## src/rtl/sync_debounce.sv

```systemverilog
// sync_debounce: per-channel N-flop synchronizer, stability-counter debouncer
// and registered rise/fall strobes for asynchronous board inputs.
// Optional build macro: SYNC_DEBOUNCE_EDGE_EN enables the rise/fall strobe
// flops; without it rise and fall are tied to 0 and q timing is unchanged.
module sync_debounce #(
  parameter int unsigned WIDTH           = 4,
  parameter int unsigned STAGES          = 2,
  parameter int unsigned DEBOUNCE_CYCLES = 4,
  parameter logic        INIT            = 1'b0
) (
  input  logic             clk,
  input  logic             reset,
  input  logic [WIDTH-1:0] d,
  output logic [WIDTH-1:0] q,
  output logic [WIDTH-1:0] rise,
  output logic [WIDTH-1:0] fall
);

  localparam int unsigned CNT_W = $clog2(DEBOUNCE_CYCLES + 1);
  localparam logic [CNT_W-1:0] CNT_LAST = CNT_W'(DEBOUNCE_CYCLES - 1);

  // Reject parameter values that cannot synchronize or debounce.
  if (STAGES < 2) begin : g_bad_stages
    $error("sync_debounce: STAGES must be >= 2");
  end
  if (DEBOUNCE_CYCLES < 1) begin : g_bad_cycles
    $error("sync_debounce: DEBOUNCE_CYCLES must be >= 1");
  end

  logic [WIDTH-1:0][STAGES-1:0] sync_q, sync_d;
  logic [WIDTH-1:0][CNT_W-1:0]  cnt_q, cnt_d;
  logic [WIDTH-1:0]             q_q, q_d;
  logic [WIDTH-1:0]             ys_c;

`ifdef SYNC_DEBOUNCE_EDGE_EN
  logic [WIDTH-1:0]             rise_q, rise_d;
  logic [WIDTH-1:0]             fall_q, fall_d;
`endif

  // Next-state: shift the sync chains, run the stability counters, accept new levels.
  always_comb begin
    sync_d = sync_q;
    cnt_d  = cnt_q;
    q_d    = q_q;
    ys_c   = '0;
`ifdef SYNC_DEBOUNCE_EDGE_EN
    rise_d = '0;
    fall_d = '0;
`endif
    for (int i = 0; i < int'(WIDTH); i++) begin
      // Only s[1] samples s[0]; d enters the design solely through s[0].
      sync_d[i] = {sync_q[i][STAGES-2:0], d[i]};
      ys_c[i]   = sync_q[i][STAGES-1];
      if (ys_c[i] == q_q[i]) begin
        cnt_d[i] = '0;
      end else if (cnt_q[i] == CNT_LAST) begin
        q_d[i]   = ys_c[i];
        cnt_d[i] = '0;
`ifdef SYNC_DEBOUNCE_EDGE_EN
        rise_d[i] = ys_c[i];
        fall_d[i] = ~ys_c[i];
`endif
      end else begin
        cnt_d[i] = cnt_q[i] + CNT_W'(1);
      end
    end
  end

  // State registers; reset discards any partial count.
  always_ff @(posedge clk or negedge reset) begin
    if (!reset) begin
      sync_q <= {(WIDTH * STAGES){INIT}};
      cnt_q  <= '0;
      q_q    <= {WIDTH{INIT}};
    end else begin
      sync_q <= sync_d;
      cnt_q  <= cnt_d;
      q_q    <= q_d;
    end
  end

`ifdef SYNC_DEBOUNCE_EDGE_EN
  // Edge strobe registers, one cycle wide and coincident with the q update.
  always_ff @(posedge clk or negedge reset) begin
    if (!reset) begin
      rise_q <= '0;
      fall_q <= '0;
    end else begin
      rise_q <= rise_d;
      fall_q <= fall_d;
    end
  end

  assign rise = rise_q;
  assign fall = fall_q;
`else
  assign rise = '0;
  assign fall = '0;
`endif

  assign q = q_q;

endmodule

```

## config.mk

```make
export PLATFORM = sky130hd
export DESIGN_NAME = sync_debounce
export DESIGN_NICKNAME = d
export VERILOG_FILES = /design/src/rtl/sync_debounce.sv
export SDC_FILE = /design/constraint.sdc
export NUM_CORES = 1
export LEC_CHECK = 0
export CAP_MARGIN = 20
export CORE_MARGIN = 10
export CORE_UTILIZATION = 35
export CTS_BUF_LIST = sky130_fd_sc_hd__clkbuf_4 sky130_fd_sc_hd__clkbuf_8
export CTS_CLUSTER_SIZE = 12
export DETAILED_ROUTE_END_ITERATION = 10
export PLACE_DENSITY_LB_ADDON = 0.15
export SLEW_MARGIN = 20
export SYNTH_ARGS = -nofsm -noshare
export SYNTH_HDL_FRONTEND = slang
export SYNTH_SLANG_ARGS = --single-unit
```

## constraint.sdc

```tcl
create_clock -name clk -period 1.4 [get_ports clk]
set_input_delay 0.21 -clock clk [delete_from_list [all_inputs] [get_ports clk]]
set_output_delay 0.21 -clock clk [all_outputs]
set_load 0.05 [all_outputs]
```

==> qor.csv, run 1 <==
stage;metric;value;unit
status;status;complete, no violations;
power_and_ir_drop;fin_total_pwr;2.349;mW
clock_network;cts_root_buf;clkbuf_4;
final_layout;nonClockBufferCount;10;
setup_path;r2r_cells;3;
setup_path;crit_chain;ha_1 -> nor2b_4 -> mux2_2;
power_and_ir_drop;ir_drop;1360;uV
synthesis;netlist.area_leader.share;64.60;%
global_routing;grt_max_degree;25;
final_layout;stdcell_count;104;
synthesis;synth_cells;61;
clock_network;clk_pin_slew;130;ps
synthesis;ys.flop_type;dfrtp_1;
synthesis;yosys-top-cells-count;24 x dfrtp_1, 8 x buf_4, 8 x nor3b_1;
power_and_ir_drop;p_comb;0.874;mW
setup_path;path_delay_family;flip-flops;
power_and_ir_drop;pg_clk;0.494;mW
synthesis;async_flop_share;100.0;%
clock_network;clk_path_buf_depth;2;
power_and_ir_drop;p_seq;0.981;mW
drt;viasPerCell;4.298;
final_layout;top_register;cnt_q;
placed_design;dpl.hpwl;952.8;um
synthesis;ys.flops;24;
global_routing;grt_pass1_wl;2.214;mm
final_layout;comb_area_share;26.28;%
synthesis;yosys.cell_count.top_type;dfrtp_1;
final_layout;nonClockInverterCount;0;
setup_path;cp_data_required_time;1610;ps
synthesis;synthTopLogicFamily;simple AND/OR/NAND/NOR gates;
clock_network;postCtsSetupBuffers;0;
final_layout;largest_register_ffs;12;
placed_design;dpl_cell_area;1071;um2
global_routing;grtUsageMet3;4.959;%
final_layout;logic_gates;36;
drt;drt-initial-drc-count;15;
final_layout;lay_top_count;dfrtp_1;
power_and_ir_drop;top_power_group;sequential cells;
setup_path;crit_path_end_kind;flop;
setup_path;max_stage_delay;380;ps
synthesis;compound_area_share;0;%
sta;drv_slew;0;
power_and_ir_drop;power_switching_share;32.55;%
drt;antenna_left;0;
sta;hold_viol_final;0;
clock_network;clkLatencyLatePin;320;ps
setup_path;critPathKind;reg2reg;
synthesis;synth_area_leader_cell;dfrtp_1;
final_layout;seq_share;53.45;%
clock_network;clock_sinks;24;
placed_design;dpl.cell_count;100;
drt;wl_met1;549;um
clock_network;cts_resized;0;
floorplan;die_area;5117;um2
sta;fin_setup_tns;0;ps
final_layout;largestClassByArea;registers;
setup_path;slowest_stage;dfrtp_1;
drt;wl_met2;481;um
synthesis;synth_warnings;0;
power_and_ir_drop;power_frac_clock;21.0;%
sta;hold_ws;222.6;ps
final_layout;nClkBuffers;3;
power_and_ir_drop;internal-power;1.584;mW
setup_path;worst-path-max-fanout;3;
sta;fin_crit_sh;83.11;%
Fig. 1: run 1, metal layers overlaid
Bar = 20 um.
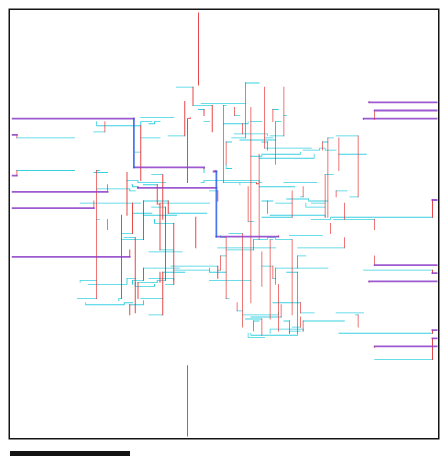
red -> metal 2  # wire length 482 um
blue -> metal 4  # wire length 19.0 um
purple -> metal 3  # wire length 175 um
cyan -> metal 1  # wire length 550 um
DR WL/cell: 11.78 um
Total Routing Usage GR: 5.504%
routed via count: 447
Routed WL: 1.225 mm

Fig. 2: run 1, routing congestion map
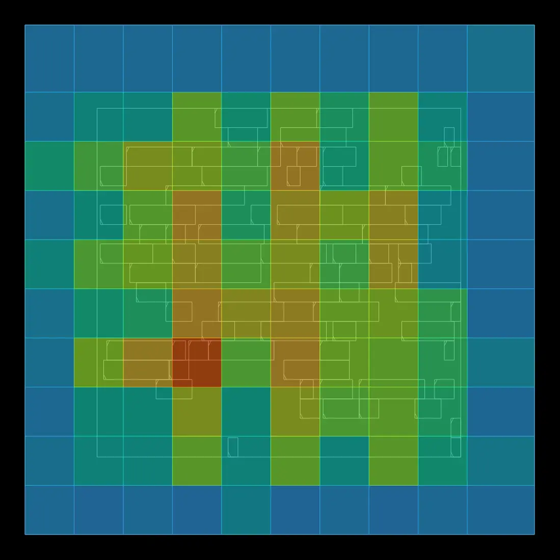
GRT Max-Usage Layer: met2
met2 usage: 7.353%
met1 Track Usage GR: 6.083%

Fig. 3: run 1, pin placement
Pins as bars across the die edge, other pins in grey.
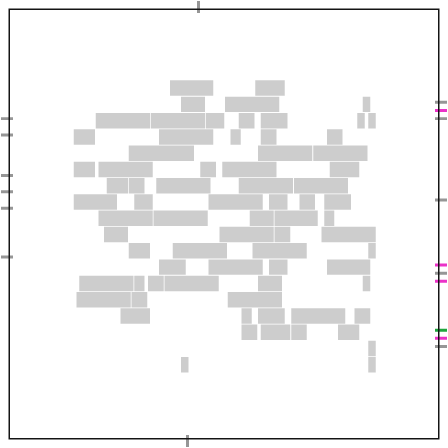
magenta -> fall  # pins 4, direction output, edge right
green -> reset  # pins 1, direction input, edge right
all pins by edge = 10 right, 6 left, 1 top, 1 bottom
I/O Buffers: 9
die height: 71.54 um
die width: 71.54 um

Fig. 4: run 1, clock distribution
Bar = 20 um.
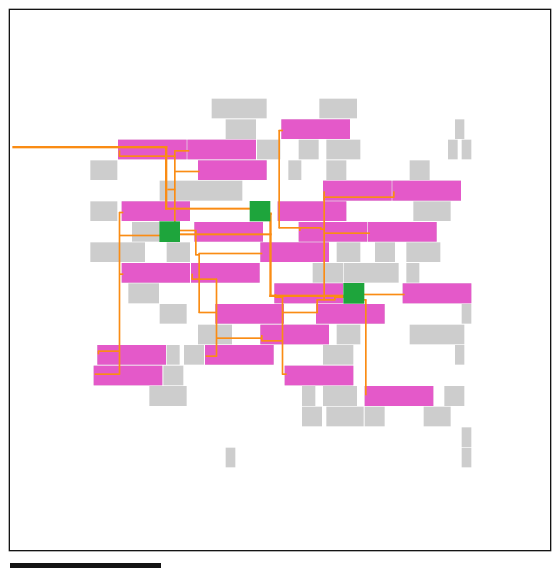

==> inputs of run 2 (changes only) <==
Clock period 1.4 ns to 1 ns, I/O delays scaled along.
Fig. 5: run 2, clock distribution
Bar = 20 um.
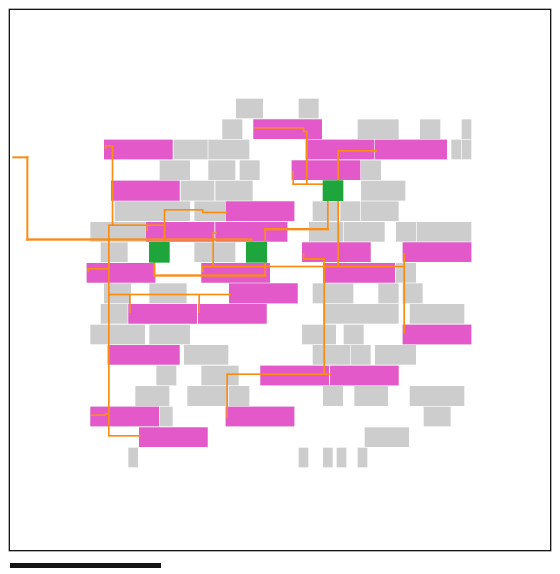
orange -> clock wires  # length 296 um
green -> clock drivers  # count 3
magenta -> flip-flops  # count 24
routed clock nets = 4
clock skew: 12.64 ps
Clock power frac: 13.2%

==> qor.csv, run 2 <==
stage;metric;value;unit
status;status;finished, violations left;
status;violations;negative setup slack;
drt;viasPerCell;4.235;
global_routing;grtUsageMet3;4.408;%
final_layout;stdcell_count;119;
clock_network;clk_pin_slew;130;ps
sta;hold_viol_final;0;
placed_design;dpl_cell_area;1159;um2
setup_path;path_delay_family;flip-flops;
final_layout;largestClassByArea;registers;
global_routing;busiest_layer;met2;
clock_network;postCtsSetupBuffers;6;
drt;wl_met1;674;um
drt;drt-initial-drc-count;14;
drt;finalWirelength;1.444;mm
placed_design;dpl.cell_count;106;
synthesis;netlist.area_leader.share;64.60;%
synthesis;ys.flops;24;
sta;fin_setup_tns;-1093;ps
placed_design;port_buffers;9;
synthesis;synth_area_leader_cell;dfrtp_1;
synthesis;yosys-top-cells-count;24 x dfrtp_1, 8 x buf_4, 8 x nor3b_1;
power_and_ir_drop;fin_total_pwr;3.831;mW
sta;setup_viol;17;
global_routing;track_usage;6.466;%
sta;setup_slack;-114.7;ps
power_and_ir_drop;top_power_group;combinational logic;
drt;dr_total_vias;504;
setup_path;crit_path_end_kind;flop;
drt;routedWlPerCell;12.13;um
final_layout;nClkBuffers;4;
setup_path;worst-path-max-fanout;2;
setup_path;critPathKind;reg2reg;
synthesis;synth_cells;61;
clock_network;clkLatencyLatePin;320;ps
floorplan;chipHeight;71.54;um
sta;drv_slew;0;
sta;hold_ws;157.2;ps
global_routing;grt_max_degree;25;
synthesis;synth_warnings;0;
placed_design;dpl.hpwl;966.2;um
final_layout;lay_top_count;dfrtp_1;
power_and_ir_drop;internal-power;2.545;mW
Power and IR drop assume default switching activity.
